util_map.png
18 x 18 tiles, from white (low) to dark blue (high), 0 to 100% covered.
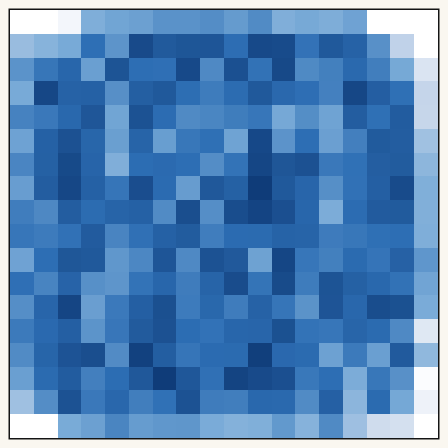
closeup.png
Window x 127 to 147, y 127 to 147 µm. Cells in gray, sequential cells in the stronger gray; small squares are vias.
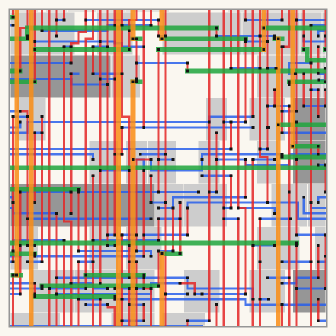
placed.png
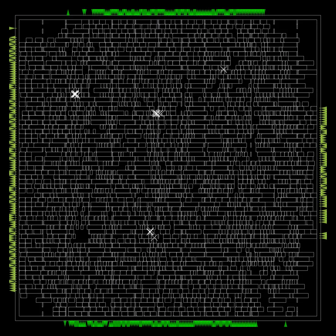
pinout.png
Bar = 50 µm. Pins as bars across the die edge, other pins in gray.
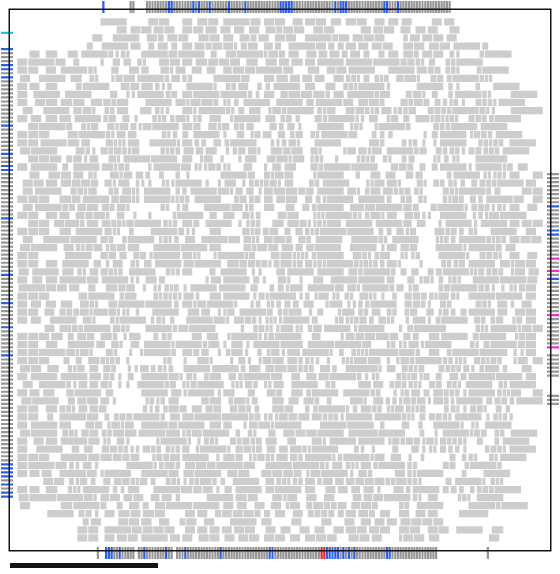
### src/rtl/alu_mul_sequencer.sv
// Drives a shared single-cycle ALU to perform shift-add MUL, SLL by repeated
// doubling and single pass-through ALU ops, with valid/ready on both sides.
module alu_mul_sequencer #(
  parameter int          WIDTH   = 64,
  parameter logic [3:0]  ALU_ADD = 4'b0010
) (
  input  logic             clk,
  input  logic             reset,
  input  logic             req_valid,
  output logic             req_ready,
  input  logic [1:0]       req_cmd,
  input  logic [3:0]       req_aluop,
  input  logic [WIDTH-1:0] req_a,
  input  logic [WIDTH-1:0] req_b,
  output logic [WIDTH-1:0] alu_a,
  output logic [WIDTH-1:0] alu_b,
  output logic [3:0]       alu_op,
  input  logic [WIDTH-1:0] alu_result,
  output logic             resp_valid,
  input  logic             resp_ready,
  output logic [WIDTH-1:0] resp_result,
  output logic             resp_zero,
  output logic             resp_err,
  output logic             busy
);

  localparam int CW = $clog2(WIDTH + 1);
  localparam int SW = $clog2(WIDTH);

  localparam logic [1:0] CMD_MUL    = 2'b00;
  localparam logic [1:0] CMD_SLL    = 2'b01;
  localparam logic [1:0] CMD_SINGLE = 2'b10;
  localparam logic [1:0] CMD_RSVD   = 2'b11;

  typedef enum logic [1:0] {IDLE, BUSY, DONE} state_t;

  state_t           state_reg, state_next;
  logic [WIDTH-1:0] acc_reg, mcand_reg, mplier_reg;
  logic [CW-1:0]    count_reg;
  logic [1:0]       cmd_reg;
  logic [3:0]       op_reg;
  logic [WIDTH-1:0] resp_result_reg;
  logic             resp_zero_reg, resp_err_reg;

  logic             accept, finish, load_resp, err_next;
  logic [CW-1:0]    n_init;
  logic [WIDTH-1:0] result_next;

  // Iteration count for the incoming command.
  always_comb begin
    n_init = '0;
    case (req_cmd)
      CMD_MUL: begin
        for (int i = 0; i < WIDTH; i++) begin
          if (req_b[i]) n_init = CW'(i + 1);
        end
      end
      CMD_SLL:    n_init = CW'(req_b[SW-1:0]);
      CMD_SINGLE: n_init = CW'(1);
      default:    n_init = '0;
    endcase
  end

  always_ff @(posedge clk or posedge reset) begin
    if (reset) begin
      state_reg <= IDLE;
    end else begin
      state_reg <= state_next;
    end
  end

  always_comb begin
    state_next  = state_reg;
    req_ready   = 1'b0;
    resp_valid  = 1'b0;
    busy        = 1'b0;
    alu_a       = '0;
    alu_b       = '0;
    alu_op      = ALU_ADD;
    accept      = 1'b0;
    finish      = 1'b0;
    load_resp   = 1'b0;
    result_next = '0;
    err_next    = 1'b0;
    case (state_reg)
      IDLE: begin
        req_ready = 1'b1;
        if (req_valid) begin
          accept = 1'b1;
          if (n_init == '0) begin
            // Zero-length commands respond straight away; SLL by 0 returns A.
            state_next  = DONE;
            load_resp   = 1'b1;
            result_next = (req_cmd == CMD_SLL) ? req_a : '0;
            err_next    = (req_cmd == CMD_RSVD);
          end else begin
            state_next = BUSY;
          end
        end
      end
      BUSY: begin
        busy = 1'b1;
        case (cmd_reg)
          CMD_MUL: begin
            alu_a       = acc_reg;
            alu_b       = mcand_reg;
            finish      = ((mplier_reg >> 1) == '0);
            result_next = mplier_reg[0] ? alu_result : acc_reg;
          end
          CMD_SLL: begin
            alu_a       = acc_reg;
            alu_b       = acc_reg;
            finish      = (count_reg == CW'(1));
            result_next = alu_result;
          end
          CMD_SINGLE: begin
            alu_a       = acc_reg;
            alu_b       = mcand_reg;
            alu_op      = op_reg;
            finish      = 1'b1;
            result_next = alu_result;
          end
          default: begin
            finish = 1'b1;
          end
        endcase
        if (finish) begin
          state_next = DONE;
          load_resp  = 1'b1;
        end
      end
      DONE: begin
        resp_valid = 1'b1;
        if (resp_ready) state_next = IDLE;
      end
      default: state_next = IDLE;
    endcase
  end

  // Datapath: SINGLE reuses acc/mcand to hold its latched A/B operands.
  always_ff @(posedge clk or posedge reset) begin
    if (reset) begin
      acc_reg         <= '0;
      mcand_reg       <= '0;
      mplier_reg      <= '0;
      count_reg       <= '0;
      cmd_reg         <= CMD_MUL;
      op_reg          <= ALU_ADD;
      resp_result_reg <= '0;
      resp_zero_reg   <= 1'b0;
      resp_err_reg    <= 1'b0;
    end else begin
      if (accept) begin
        cmd_reg   <= req_cmd;
        op_reg    <= req_aluop;
        count_reg <= n_init;
        case (req_cmd)
          CMD_MUL: begin
            acc_reg    <= '0;
            mcand_reg  <= req_a;
            mplier_reg <= req_b;
          end
          CMD_SLL: begin
            acc_reg    <= req_a;
            mcand_reg  <= '0;
            mplier_reg <= '0;
          end
          CMD_SINGLE: begin
            acc_reg    <= req_a;
            mcand_reg  <= req_b;
            mplier_reg <= '0;
          end
          default: begin
            acc_reg    <= '0;
            mcand_reg  <= '0;
            mplier_reg <= '0;
          end
        endcase
      end else if (busy) begin
        case (cmd_reg)
          CMD_MUL: begin
            if (mplier_reg[0]) acc_reg <= alu_result;
            mcand_reg  <= mcand_reg << 1;
            mplier_reg <= mplier_reg >> 1;
            count_reg  <= count_reg - CW'(1);
          end
          CMD_SLL: begin
            acc_reg   <= alu_result;
            count_reg <= count_reg - CW'(1);
          end
          default: begin
            count_reg <= '0;
          end
        endcase
      end
      if (load_resp) begin
        resp_result_reg <= result_next;
        resp_zero_reg   <= (result_next == '0);
        resp_err_reg    <= err_next;
      end
    end
  end

  assign resp_result = resp_result_reg;
  assign resp_zero   = resp_zero_reg;
  assign resp_err    = resp_err_reg;

endmodule

### config.mk
export PLATFORM = sky130hd
export DESIGN_NAME = alu_mul_sequencer
export DESIGN_NICKNAME = d
export VERILOG_FILES = /design/src/rtl/alu_mul_sequencer.sv
export SDC_FILE = /design/constraint.sdc
export NUM_CORES = 1
export LEC_CHECK = 0
export CORE_MARGIN = 2
export CORE_UTILIZATION = 55
export CTS_CLUSTER_DIAMETER = 200
export DETAILED_ROUTE_END_ITERATION = 8
export GPL_ROUTABILITY_DRIVEN = 0
export GPL_TIMING_DRIVEN = 0
export MAX_ROUTING_LAYER = met4
export PLACE_DENSITY_LB_ADDON = 0.2
export SLEW_MARGIN = 15
export SYNTH_ARGS = -nofsm -noshare
export SYNTH_HDL_FRONTEND = slang
export SYNTH_SLANG_ARGS = --single-unit
### constraint.sdc
create_clock -name clk -period 21 [get_ports clk]
set_input_delay 2.1 -clock clk [delete_from_list [all_inputs] [get_ports clk]]
set_output_delay 2.1 -clock clk [all_outputs]
set_load 0.1 [all_outputs]
==> results_slide.txt <==
Implementation Results

Critical path
  – CP Capture Type: output port
  – Worst R2R Setup Slack: around 16000 ps
  – Crit-path leading delay family: buffers and inverters

Outcome
  – Failing checks: DRC
  – Result of the run: finished with violations

Final layout
  – Layout Nets: 2656
  – Most numerous logic cells after layout: clkdlybuf4s50_1 (401), nand2_1 (278), o21ai_0 (276)
  – Logic share of the area: a little over two fifths
  – CLK BUF: 44

Drt
  – Routed wire per std cell: between 20 and 30 µm
  – Routed WL: between 80 and 90 mm
  – DRC: 43

Timing
  – Worst-Margin Slew: between 1000 and 1500 ps
  – Max Clock Skew: 23.7 ps
  – Final setup margin: between 10000 and 15000 ps
  – Fin Setup TNS: 0 ps

Yosys
  – Avg Inst Size Synth: roughly 8.7 µm²
  – Ao+oa area frac: approximately 28%
  – Synth Area in XOR/XNOR: less than 1%
  – Mux share: approximately 9%

Worst hold path
  – Min-delay src: op_reg[1]$_DFFE_PP1P_

CTS
  – H-tree depth: 1
  – Clock sinks: about 270
  – Latency at later pin: ~590 ps

Flow run
  – Log Warnings: 36

Power and ir drop
  – Tot Pwr: between 3 and 4 mW

Place
  – Pre-CTS setup slack: about 14000 ps
Notes on util_map.png above:
mean over tiles	68%
tiles over 75% full	45%
nearly empty tiles	3.1%
fullest tile	95%

Notes on closeup.png above:
layer	color
M3	green
M4	orange
M1	blue
M2	red
sequential cells in the window	2
cells with their middle in the window	34
most frequent	o21ai_0 (5), clkbuf_1 (5), and3_1 (5)
netlist names of flops here include	mcand_reg (2)

Notes on placed.png above:
# fillers: 2332
Core Util, Final: 73.6%
proportion of cell area occupied by registers: 29.6%
Rows: 65

Notes on pinout.png above:
port	color	pins	direction	edge
req_cmd	red	2	input	south
req_aluop	magenta	4	input	east
alu_a	blue	64	output	20 north, 20 west, 20 south, 4 east
clk	cyan	1	input	west
all pins by edge	122 south, 115 north, 113 west, 53 east

==> where the power goes <==
group | leakage, nW | switching (mW) | internal (mW) | total, mW
logic | 5.20 | 1.61 | 0.671 | 2.28
registers | 3.62 | 0.229 | 0.742 | 0.972
clock network | 0.508 | 0.230 | 0.341 | 0.571
==> per-layer routing <==
metal,part of all wire [%],vias up,GRT usage (%),wire [µm]
li1,-,8440,-,-
met2,42,2029,67.9,33500
met3,17,577,18.2,13400
met5,0,-,-,0
met4,8.7,0,33.7,6980
met1,33,9624,57.5,26600
==> tightest hold or removal path, stage by stage, from the launching register on <==
cell and delay, ps:
dfstp_2 370, nand2_1 50, nand2_1 50
Power figures rest on the tool's default switching activity, not on a simulated workload.
